File: src/rtl/tm_mem_req_queue.sv
// tm_mem_req_queue: request buffer and round-robin arbiter in front of the
// manycore memory-system timing model. I-cache and D-cache requests are
// arbitrated, buffered in a DEPTH-entry FIFO and issued one per cycle on a
// registered request port. Optional statistics counters are enabled by
// defining TM_MEMQ_STATS_EN.

package tm_mem_req_queue_pkg;

  typedef struct packed {
    logic clk;
  } iu_clk_type;

  typedef struct packed {
    logic [3:0]  tid;
    logic [1:0]  partitionid;
    logic        request_valid;
    logic [31:0] request_addr;
    logic        writeback_valid;
    logic [31:0] writeback_addr;
    logic        token_valid;
  } tm_mem_request_t;

  typedef struct packed {
    logic [31:0] stall_cycles;
    logic [31:0] full_cycles;
    logic [31:0] d_grants;
  } tm_memq_ctrs_t;

endpackage

module tm_mem_req_queue
  import tm_mem_req_queue_pkg::*;
#(
  parameter int DEPTH = 4
) (
  input  iu_clk_type              gclk,
  input  logic                    rst,
  input  logic                    run_reg,
  input  logic                    i_req_valid,
  input  logic                    d_req_valid,
  output logic                    i_req_ready,
  output logic                    d_req_ready,
  input  tm_mem_request_t         i_req,
  input  tm_mem_request_t         d_req,
  input  logic                    token_valid,
  input  logic                    stay_stalled,
  output tm_mem_request_t         req,
  output logic [$clog2(DEPTH):0]  q_count
`ifdef TM_MEMQ_STATS_EN
  ,
  output tm_memq_ctrs_t           memq_ctrs
`endif
);

  // DEPTH must be a power of two (>= 2) so the pointers wrap naturally.
  localparam int PW = $clog2(DEPTH);
  localparam logic [PW:0] DEPTH_C = (PW+1)'(DEPTH);

  logic clk;
  assign clk = gclk.clk;

  logic [PW-1:0]   wr_ptr_q, wr_ptr_d;
  logic [PW-1:0]   rd_ptr_q, rd_ptr_d;
  logic [PW:0]     count_q, count_d;
  logic            last_grant_q, last_grant_d;
  tm_mem_request_t req_q, req_d;
  tm_mem_request_t mem_q [DEPTH];
  tm_mem_request_t mem_d [DEPTH];

  logic            space;
  logic            grant_i;
  logic            grant_d;
  logic            push;
  logic            pop;
  tm_mem_request_t push_sel;

  // Arbitration from registered occupancy only: a same-cycle pop never frees space.
  always_comb begin
    space    = (count_q < DEPTH_C);
    grant_i  = i_req_valid & (~d_req_valid | last_grant_q) & space & ~rst;
    grant_d  = d_req_valid & (~i_req_valid | ~last_grant_q) & space & ~rst;
    push_sel = grant_d ? d_req : i_req;
    push     = (grant_i | grant_d) & (push_sel.request_valid | push_sel.writeback_valid);
    pop      = run_reg & ~stay_stalled & (count_q != '0);
  end

  assign i_req_ready = grant_i;
  assign d_req_ready = grant_d;
  assign req         = req_q;
  assign q_count     = count_q;

  // Next-state for FIFO, pointers, occupancy, grant history and issue register.
  always_comb begin
    wr_ptr_d     = wr_ptr_q;
    rd_ptr_d     = rd_ptr_q;
    count_d      = count_q;
    last_grant_d = last_grant_q;
    mem_d        = mem_q;
    req_d        = req_q;

    if (push) begin
      mem_d[wr_ptr_q] = push_sel;
      wr_ptr_d        = wr_ptr_q + PW'(1);
    end

    if (pop) begin
      req_d    = mem_q[rd_ptr_q];
      rd_ptr_d = rd_ptr_q + PW'(1);
    end else begin
      req_d.request_valid   = 1'b0;
      req_d.writeback_valid = 1'b0;
    end
    req_d.token_valid = token_valid;

    case ({push, pop})
      2'b10:   count_d = count_q + (PW+1)'(1);
      2'b01:   count_d = count_q - (PW+1)'(1);
      default: count_d = count_q;
    endcase

    if (grant_i) begin
      last_grant_d = 1'b0;
    end else if (grant_d) begin
      last_grant_d = 1'b1;
    end
  end

  // Control state and issue register; reset drops anything in flight.
  always_ff @(posedge clk) begin
    if (rst) begin
      wr_ptr_q     <= '0;
      rd_ptr_q     <= '0;
      count_q      <= '0;
      last_grant_q <= 1'b1;
      req_q        <= '0;
    end else begin
      wr_ptr_q     <= wr_ptr_d;
      rd_ptr_q     <= rd_ptr_d;
      count_q      <= count_d;
      last_grant_q <= last_grant_d;
      req_q        <= req_d;
    end
  end

  // Entry storage needs no reset; stale slots are never read past the count.
  always_ff @(posedge clk) begin
    mem_q <= mem_d;
  end

`ifdef TM_MEMQ_STATS_EN
  tm_memq_ctrs_t stats_q, stats_d;

  // Saturating event counters for stalled-head, full and D-grant cycles.
  always_comb begin
    stats_d = stats_q;
    if (stay_stalled && (count_q != '0) && (stats_q.stall_cycles != '1)) begin
      stats_d.stall_cycles = stats_q.stall_cycles + 32'd1;
    end
    if ((count_q == DEPTH_C) && (stats_q.full_cycles != '1)) begin
      stats_d.full_cycles = stats_q.full_cycles + 32'd1;
    end
    if (grant_d && (stats_q.d_grants != '1)) begin
      stats_d.d_grants = stats_q.d_grants + 32'd1;
    end
  end

  // Counter registers.
  always_ff @(posedge clk) begin
    if (rst) begin
      stats_q <= '0;
    end else begin
      stats_q <= stats_d;
    end
  end

  assign memq_ctrs = stats_q;
`endif

endmodule

File: config.mk
export PLATFORM = sky130hd
export DESIGN_NAME = tm_mem_req_queue
export DESIGN_NICKNAME = d
export VERILOG_FILES = /design/src/rtl/tm_mem_req_queue.sv
export SDC_FILE = /design/constraint.sdc
export NUM_CORES = 1
export LEC_CHECK = 0
export CAP_MARGIN = 20
export CORE_MARGIN = 4
export CORE_UTILIZATION = 55
export CTS_BUF_LIST = sky130_fd_sc_hd__clkbuf_8
export DETAILED_ROUTE_END_ITERATION = 8
export GPL_ROUTABILITY_DRIVEN = 0
export MAX_ROUTING_LAYER = met4
export PLACE_DENSITY_LB_ADDON = 0.15
export RECOVER_POWER = 100
export SLEW_MARGIN = 20
export SYNTH_ARGS = -nofsm -noshare
export SYNTH_HDL_FRONTEND = slang
export SYNTH_SLANG_ARGS = --single-unit
File: constraint.sdc
create_clock -name gclk -period 4 [get_ports gclk]
set_clock_uncertainty 0.2 [all_clocks]
set_input_delay 0.8 -clock gclk [delete_from_list [all_inputs] [get_ports gclk]]
set_output_delay 0.8 -clock gclk [all_outputs]
set_load 0.05 [all_outputs]
Run 1, routed metal, one colour a layer:
(3 px per um) Only two layers are drawn.
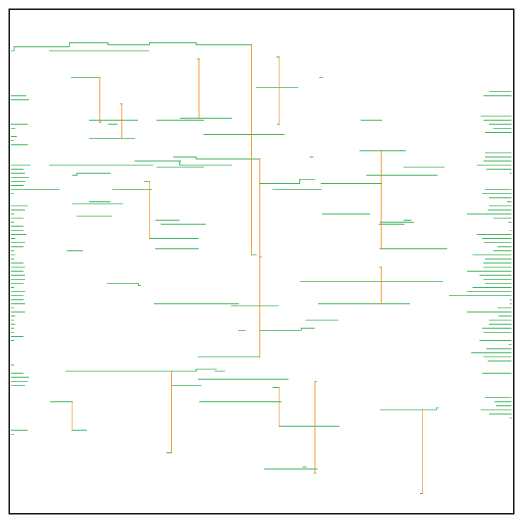
- metal 4: orange (wire length 377 um)
- metal 3: green (wire length 1700 um)

Run 1, routing congestion map:
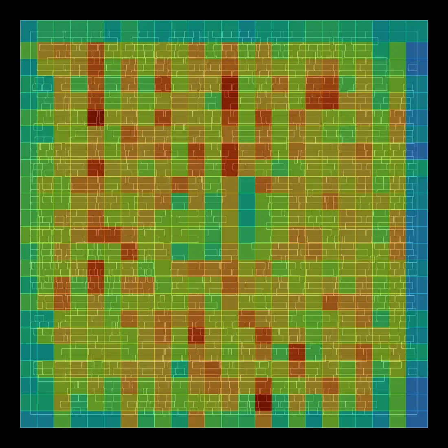
Post-Route Utilization: 70.2%
met2 track demand over resource in global routing: 33.1%
global-route layer with the greatest usage: met2

Run 1, sequential cells coloured by netlist name:
(3 px per um) Other sequential cells in the stronger grey, the rest of the logic in the fainter grey.
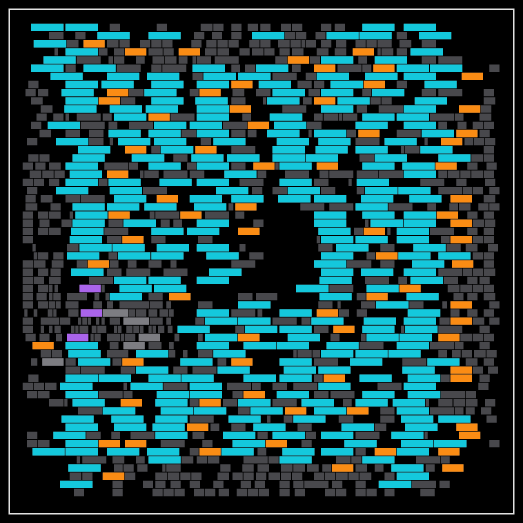
- mem_q: cyan (sequential cells 288; where all over the die)
- req: orange (sequential cells 73; where all over the die)
- q_count: purple (sequential cells 3)

==> run summary, run 1 <==
Figures from the flow reports.

Run status:
- The flow ran to the end, and the final reports show no timing, DRC or antenna violations.

Pwr:
- The largest part of the power goes to registers.
- The run gives the fraction of power spent switching nets as 23.8%.
- The run gives the maximum vdd ir drop as 0.000265 V.
- The run gives the reported leakage power as between 0.006 and 0.007 uW.
- The run puts the sequential group power at 4470 uW.
- The run gives the clock network fraction of total power as 34.2%.
- The power report lists cell-internal power as about 6400 uW.
- The run gives the power after layout as 8340 uW.
- The switching component of the power was reported as 1980 uW.
- The script computed a power per unit cell area of 473 mW/mm^2.
- The run puts the fraction of power consumed by sequential logic at 53.6%.

Placed design:
- The post-placement cell area is ~0.017 mm^2.
- Per the placement log, port buffering inserted 228 buffers.
- Prior to clock tree synthesis, the placed netlist has a worst setup slack of 0.638 ns.

Cells and area:
- The run puts the proportion of cell area occupied by multi-input gates at 19.4%.
- The run puts the combinational gate area at between 0.003 and 0.004 mm^2.
- Ranked by flip-flop count, first place goes to mem_q.
- The run gives the number of multi-input combinational cells as about 260.
- The most common logic cells in the final layout are 288 x edfxtp_1, 149 x clkdlybuf4s50_1, 79 x dfxtp_1.
- The clock network takes up slightly above 6% of total cell area after layout.
- The run puts the fraction of final layout cells sized beyond drive strength 1 at 17.3%.
- The run gives the finished layout cell area as 0.0176 mm^2.
- The design has 369 sequential cells.
- The library cell used most frequently in the layout, excluding fill and tap cells, is edfxtp_1.
- The final layout contains between 1000 and 1500 nets.
- The run gives the final standard cell count with taps included and fillers excluded as 1318.
- In the final layout, flip-flops and latches take up 58.3% of the cell area.

Logic synthesis:
- The run puts the number of distinct standard cells referenced by the synthesized netlist at 32.
- The run puts the synthesized netlist net count at 837.
- The run gives the simple-gate portion of the synthesized area as 1.33%.
- Yosys attributes the largest share of cell area to edfxtp_1 62%, dfxtp_1 12%, mux4_2 12%, mux2_2 5.8%, a22o_1 4.4%.
- The run puts the complex-gate fraction of the synthesized area at 4.60%.
- The run gives the adder-cell area share of the yosys netlist as 0.589%.
- The run gives the share of synthesized area occupied by flip-flops and latches as 73.3%.
- The synthesized netlist handed to floorplanning was reported with a cell count of 678.
- The most frequently used library cell after synthesis is edfxtp_1.
- The synthesized design spends more area on one cell type than any other, namely edfxtp_1.
- The run gives the total standard cell area after synthesis as 0.0140 mm^2.
- The share of synthesized area in the top cell type comes to 61.7%.
- The run gives the top flip-flop cell by instance count after synthesis as edfxtp_1.
- Counting flops with a built-in enable in the synthesized netlist gives 288.
- The run puts the yosys synthesis warning count at 0.
- For reference, the top cells by count after synthesis are 288 x edfxtp_1, 81 x dfxtp_1, 72 x mux2_2, 72 x mux4_2, 70 x a22o_1.

Routing:
- The run puts the ratio of routed vias to standard cells at 5.61.
- The run gives the total routed wire length on the met1 layer as 11100 um.
- The run puts the met3 wirelength from detailed routing at 1700 um.
- The run puts the final routed wire length divided by cell count at 20.7 um.
- The count of nets left with antenna violations once routing finished came out at 0.
- The run puts the total routed wirelength at 27300 um.
- For this block, the via count after detailed routing is 7388.
- The run gives the met2 wire length as 14100 um.
- TritonRoute reported its final design rule violation total as 0.

Critical path:
- The setup path with the least slack is of type in -> out.
- The run gives the required time at the worst-slack endpoint as 3.00 ns.
- The slowest stage of the critical path belongs to the cell dlygate4sd3_1.
- The run gives the origin of the worst setup path as rst.
- Per the timing report, the biggest fanout along the worst path comes to 32.
- The run puts the length in cells of the worst reg-to-reg path at 6.
- The worst register-to-register path ends at mem_q[31].
- The run gives the critical path endpoint as d_req_ready.
- The timing report attributes the biggest portion of critical-path delay to buffers and inverters.
- The startpoint identified for the worst register-to-register timing path is q_count[2].

Timing:
- The run gives the ratio of final minimum period to clock period as 87.7%.
- For the finished layout, the period the worst path requires is 3.51 ns.
- Setup repair after global routing left no endpoint under its margin.
- The run gives the final total negative setup slack as 0 ns.
- The run puts the worst hold slack at 0.271 ns.
- Checking max transition, the worst relative margin is around 1.9%.
- Max-slew check failures listed in the final report amount to 0.
- The run gives the maximum clock frequency as 0.285 GHz.

Clocking:
- The run puts the clock net sink count at 369.
- The run puts the clock transition at the registers of the reported paths at 0.06 ns.
- The run gives the H-tree depth reported by CTS as 2.
- The tree is rooted in a clkbuf_8.
- The run gives the number of hold-repair buffers added at the cts stage as 0.
- The run puts the source-to-sink clock delay at the later pin of the worst-skew pair at 0.57 ns.
- The run puts the buffer count from post-CTS setup fixing at 0.
- The run gives the number of CTS-inserted buffers as approximately 55.
- The run puts the post-cts repair resize count at 0.
- The run gives the clock tree from TritonCTS as built.

Run:
- The number of warnings reported in the stage logs is 31.
- The run reported a max-capacitance violation count of 0.

Floorplan:
- Pin placement for this block handled 231 I/O pins.
- The run puts the tap cell count at 330.
- The chip occupies 0.0281 mm^2.
- The run gives the die span in y as ~170 um.
- The floorplan has 58 rows.

Global route:
- The run puts the pin count of the biggest net entering global routing at 74.
- The run gives the overall track demand over capacity in global routing as 20.0%.
- Summed over all layers, the global routing overflow is 0.
- The run gives the number of global-route vias before repair as roughly 8000.

Hold path:
- The run gives the end point of the worst hold path as req[40].
- The run gives the hold path startpoint as req[40].
- The run puts the number of cells on the worst hold path at 1.
- The run gives the class of the worst hold path as reg -> reg.
==> run 1 -> run 2 <==
ABC_CLOCK_PERIOD_IN_PS = 4000   (was not set)
Run 2, sequential cells coloured by netlist name:
(3 px per um) Other sequential cells in the stronger grey, the rest of the logic in the fainter grey.
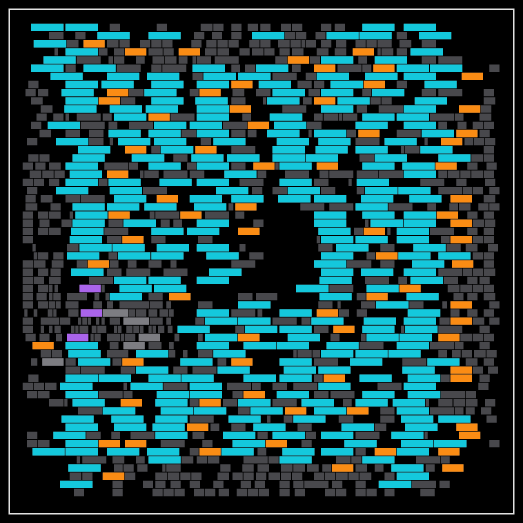
area taken by flip-flops and latches: 0.0103 mm^2
Flop+latch power: 4470 uW

Run 2, met4 routing:
(3 px per um) Supply wires on this layer in grey.
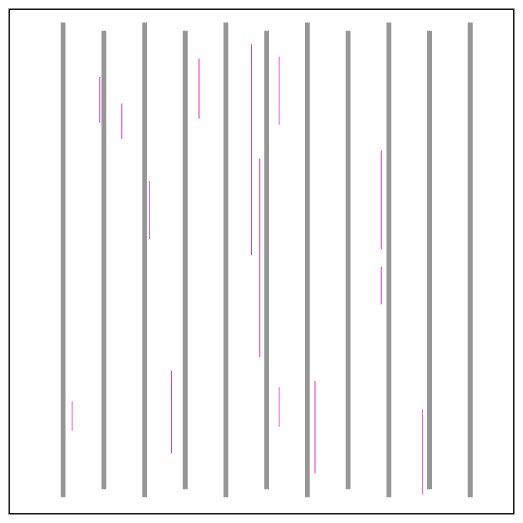
- share of all routed wire: 1.4%
- main direction: vertical

==> run 2 against run 1 <==
  * Count of clock-buffer cells in the layout stayed put
  * Via count did not move
  * Critical path depth unchanged
  * Utilization is the same
  * Critical endpoint unchanged
==> run summary, run 2 <==
Figures from the flow reports.

Run status:
- The run finished with clean final reports.

Critical path:
- The run puts the depth of the critical timing path with buffers and inverters included at 6.
- The worst setup path is of the in -> out kind.
- The capture point of the critical path was reported as d_req_ready.
- Traced cell by cell, the critical path runs through dlygate4sd3_1, nor2_1, nand3_4, buf_4, inv_1, clkbuf_1.
- At the worst endpoint, the required time is around 3.0 ns.
- The run puts the reg-to-reg setup timing slack at 0.91 ns.
- In this design, the largest share of critical-path delay is due to buffers and inverters.
- The run gives the slowest cell on the critical path as dlygate4sd3_1.
- In this design, the stage delay of the slowest critical-path cell is between 0.5 and 0.6 ns.
- STA classifies the critical path startpoint as an input port.
- Per STA, the startpoint of the critical path is rst.
- The run gives the length in cells of the worst reg-to-reg path as 6.
- The arrival time of data at the worst endpoint is listed as roughly 2.5 ns.
- The launch point of the worst register-to-register path is recorded as q_count[2].
- STA classifies the critical path endpoint as a primary output.
- The run gives the top fanout value on the critical path as 32.
- The run gives the destination of the worst register-to-register timing path as mem_q[31].

Cells and area:
- The run gives the count of plain and timing-repair buffers as ~250.
- The run gives the clock buffer and inverter area fraction after layout as 6.12%.
- The run gives the final standard cell count with taps included and fillers excluded as 1318.
- The top cell types in the final layout, fill and taps aside, are 288 x edfxtp_1, 149 x clkdlybuf4s50_1, 79 x dfxtp_1.
- The run gives the non-clock buffering overhead in the final layout as between 10 and 15%.
- The run gives the antenna diode count as 0.
- The run puts the number of flip-flops in the largest register at about 290.
- The run gives the number of sequential cells in the layout as 369.
- The run gives the proportion of cell area occupied by multi-input gates as between 10% and 20%.
- The layout has 1620 filler cells.
- In the final layout, the multi-input gates occupy 0.00342 mm^2.
- The run gives the number of multi-input combinational cells as 261.
- The top cell type in the final layout, fill and taps aside, is edfxtp_1.
- The run gives the fraction of final layout cells sized beyond drive strength 1 as 17.3%.
- The run puts the count of inverters other than clock inverters in the layout at 8.
- By area, sequential cells come first.
- The run puts the sequential cell area share at slightly below 60%.
- The run puts the finished layout cell area at 0.0176 mm^2.
- The run gives the number of nets in the layout as 1100.
- Measured on the finished design, the core utilization comes to 70.2%.
- The run puts the signed area change from the synthesized netlist to the final layout at 25.8%.
- More flip-flops sit in one register than any other, and that register is mem_q.

Run:
- The run puts the max-cap check violation count at 0.
- The run gives the number of logged tool warnings as 31.

Routing:
- The run puts the final routed wire length divided by cell count at between 20 and 25 um.
- Detailed routing placed a total of 1700 um of wire on met3.
- The routed design shows a via density per instance of 5.61.
- The run puts the total routed wirelength at 27300 um.
- The run gives the top layer reached by signal wires as met4.
- The routed wirelength on the met1 layer is recorded as 11100 um.
- The run gives the count of unresolved DRC violations after routing as 0.
- For this block, the via count after detailed routing is 7388.
- The run puts the met2 wire length at 14100 um.
- The run puts the count of nets left with antenna violations after detail routing at 0.
- The run puts the length of the first detailed-routing pass in iterations at 5.

Floorplan:
- The run puts the count of standard-cell rows at 58.
- The run gives the tap cell count as roughly 330.
- The run puts the total die area at around 0.028 mm^2.
- The run puts the initial cell density of the core at 55.8%.
- The run puts the die span in y at around 170 um.
- The run puts the number of I/O pins at ~230.
- The run gives the die width as 168 um.

Logic synthesis:
- Per the synthesis report, the number of distinct cell types is 32.
- The run gives the library cell occupying the most area in the post-synthesis netlist as edfxtp_1.
- After synthesis, the cell types taking the most area are edfxtp_1 62%, dfxtp_1 12%, mux4_2 12%, mux2_2 5.8%, a22o_1 4.4%.
- By count the netlist is led by 288 x edfxtp_1, 81 x dfxtp_1, 72 x mux2_2, 72 x mux4_2, 70 x a22o_1.
- The run puts the synthesized netlist net count at 837.
- The run gives the share of synthesized area occupied by flip-flops and latches as 73.3%.
- The run gives the number of instances in the synthesized netlist as approximately 680.
- The run puts the complex-gate fraction of the synthesized area at 4.60%.
- For reference, XOR and XNOR gates occupy less than 1% of the area reported after synthesis.
- The run puts the post-synth area from yosys stat at 0.0140 mm^2.
- The run puts the average footprint of a synthesized cell at approximately 21 um^2.
- The mapped netlist covers 0.0140 mm^2.
- The run puts the adder-cell area share of the yosys netlist at less than 1%.
- Post-synth the commonest register cell is edfxtp_1.
- The run gives the register bit count reported by yosys as 369.
- The run gives the number of synthesized flops with an enable pin as 288.
- The run puts the multiplexer share of the synthesized area at 17.5%.
- The run gives the simple-gate portion of the synthesized area as 1.33%.
- Among all cell types in the netlist, the one instantiated most often is edfxtp_1.
- The run puts the area share of the largest cell type after synthesis at around three fifths.
- The run gives the number of standard cells reported by yosys as ~680.
- The run puts the yosys synthesis warning count at 0.

Pwr:
- The run puts the reported leakage power at 0.00617 uW.
- The run gives the biggest power consumer among the groups as registers.
- The run puts the clock network fraction of total power at 34.2%.
- The run puts the power of the clock network at between 2000 and 3000 uW.
- The run puts the total power divided by cell area at 473 mW/mm^2.
- The run puts the power after layout at around 8300 uW.
- The run puts the fraction of power consumed by sequential logic at 53.6%.
- The run puts the fraction of power spent switching nets at 23.8%.
- The run gives the switching component of the power as 1980 uW.
- The run puts the maximum vdd ir drop at 0.000265 V.
- The power report attributes to the combinational group a share of 12.2%.
- The run puts the design internal power at 6350 uW.

Hold path:
- The run gives the hold path startpoint as req[40].
- The run gives the number of cells on the worst hold path as 1.
- The worst hold path terminates at req[40].
- The path class of the tightest hold or removal check is reg -> reg.

Global route:
- Entering global routing, the biggest net connects 74 pins.
- In the global route stage, overall resource usage came out at 20.0%.
- The number of global-route vias before repair was 7990.
- The run gives the most heavily used metal layer in global routing as met2.
- The number of antenna violations at the first check in global routing was 0.
- For met3 alone, demand over resource in global routing was 4.63%.
- The run gives the routing usage on met2 as about 33%.
- The run gives the total grt overflow as 0.
- The run puts the global-route track usage on met1 at about 26%.

Clocking:
- In this run the number of H-tree levels came out at 2.
- The run gives the post-cts repair resize count as 0.
- In the CTS report, the clock slew at the register clock pins of the worst setup and hold paths is listed as 0.06 ns.
- The run gives the number of CTS-inserted buffers as 55.
- TritonCTS built the clock tree.
- The run puts the buffer count from post-CTS setup fixing at 0.
- The run puts the clock net sink count at 369.
- The tree is rooted in a clkbuf_8.
- For the worst-skew pair, the clock arrives at the later sink with an insertion delay of between 0.5 and 0.6 ns.
- Hold repair after CTS inserted 0 buffers.

Timing:
- The final timing report counts setup violations totalling 0.
- For reference, the final report shows the hold violation count at 0.
- The run puts the headroom to the max-slew limit at 1.91%.
- The run gives the final total negative setup slack as 0 ns.
- The run gives the post-layout worst setup margin as 0.491 ns.
- The run puts the ratio of final minimum period to clock period at 87.7%.
- Setup repair after global routing left no endpoint under its margin.
- The most critical hold endpoint after final layout shows a slack of 0.271 ns.
- The run puts the count of final max-slew check failures at 0.
- The worst path needs 3.51 ns of the cycle, external delays included.
- The run gives the actual slew at the worst max-slew pin as ~1.5 ns.
- The run puts the maximum clock frequency at roughly 0.28 GHz.

Placed design:
- The run puts the worst-case setup slack after placement at 0.638 ns.
- Per the placement log, port buffering inserted approximately 230 buffers.
- The run puts the instance area at placement at 0.0166 mm^2.
- Summed over all nets, the half-perimeter wirelength after detailed placement is between 15000 and 20000 um.
- The run puts the post-placement cell count at 1213.
Run 2, the metal 1 layer:
(3 px per um) Supply wires on this layer in grey.
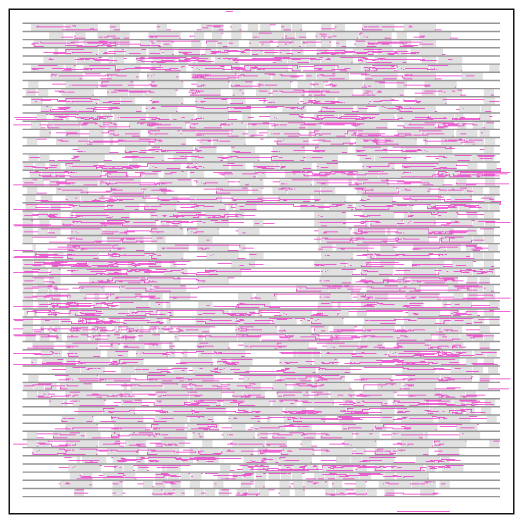
- main direction: horizontal
- longest straight run: 45.1 um
- share of all routed wire: 41%

Power and IR drop assume default switching activity.
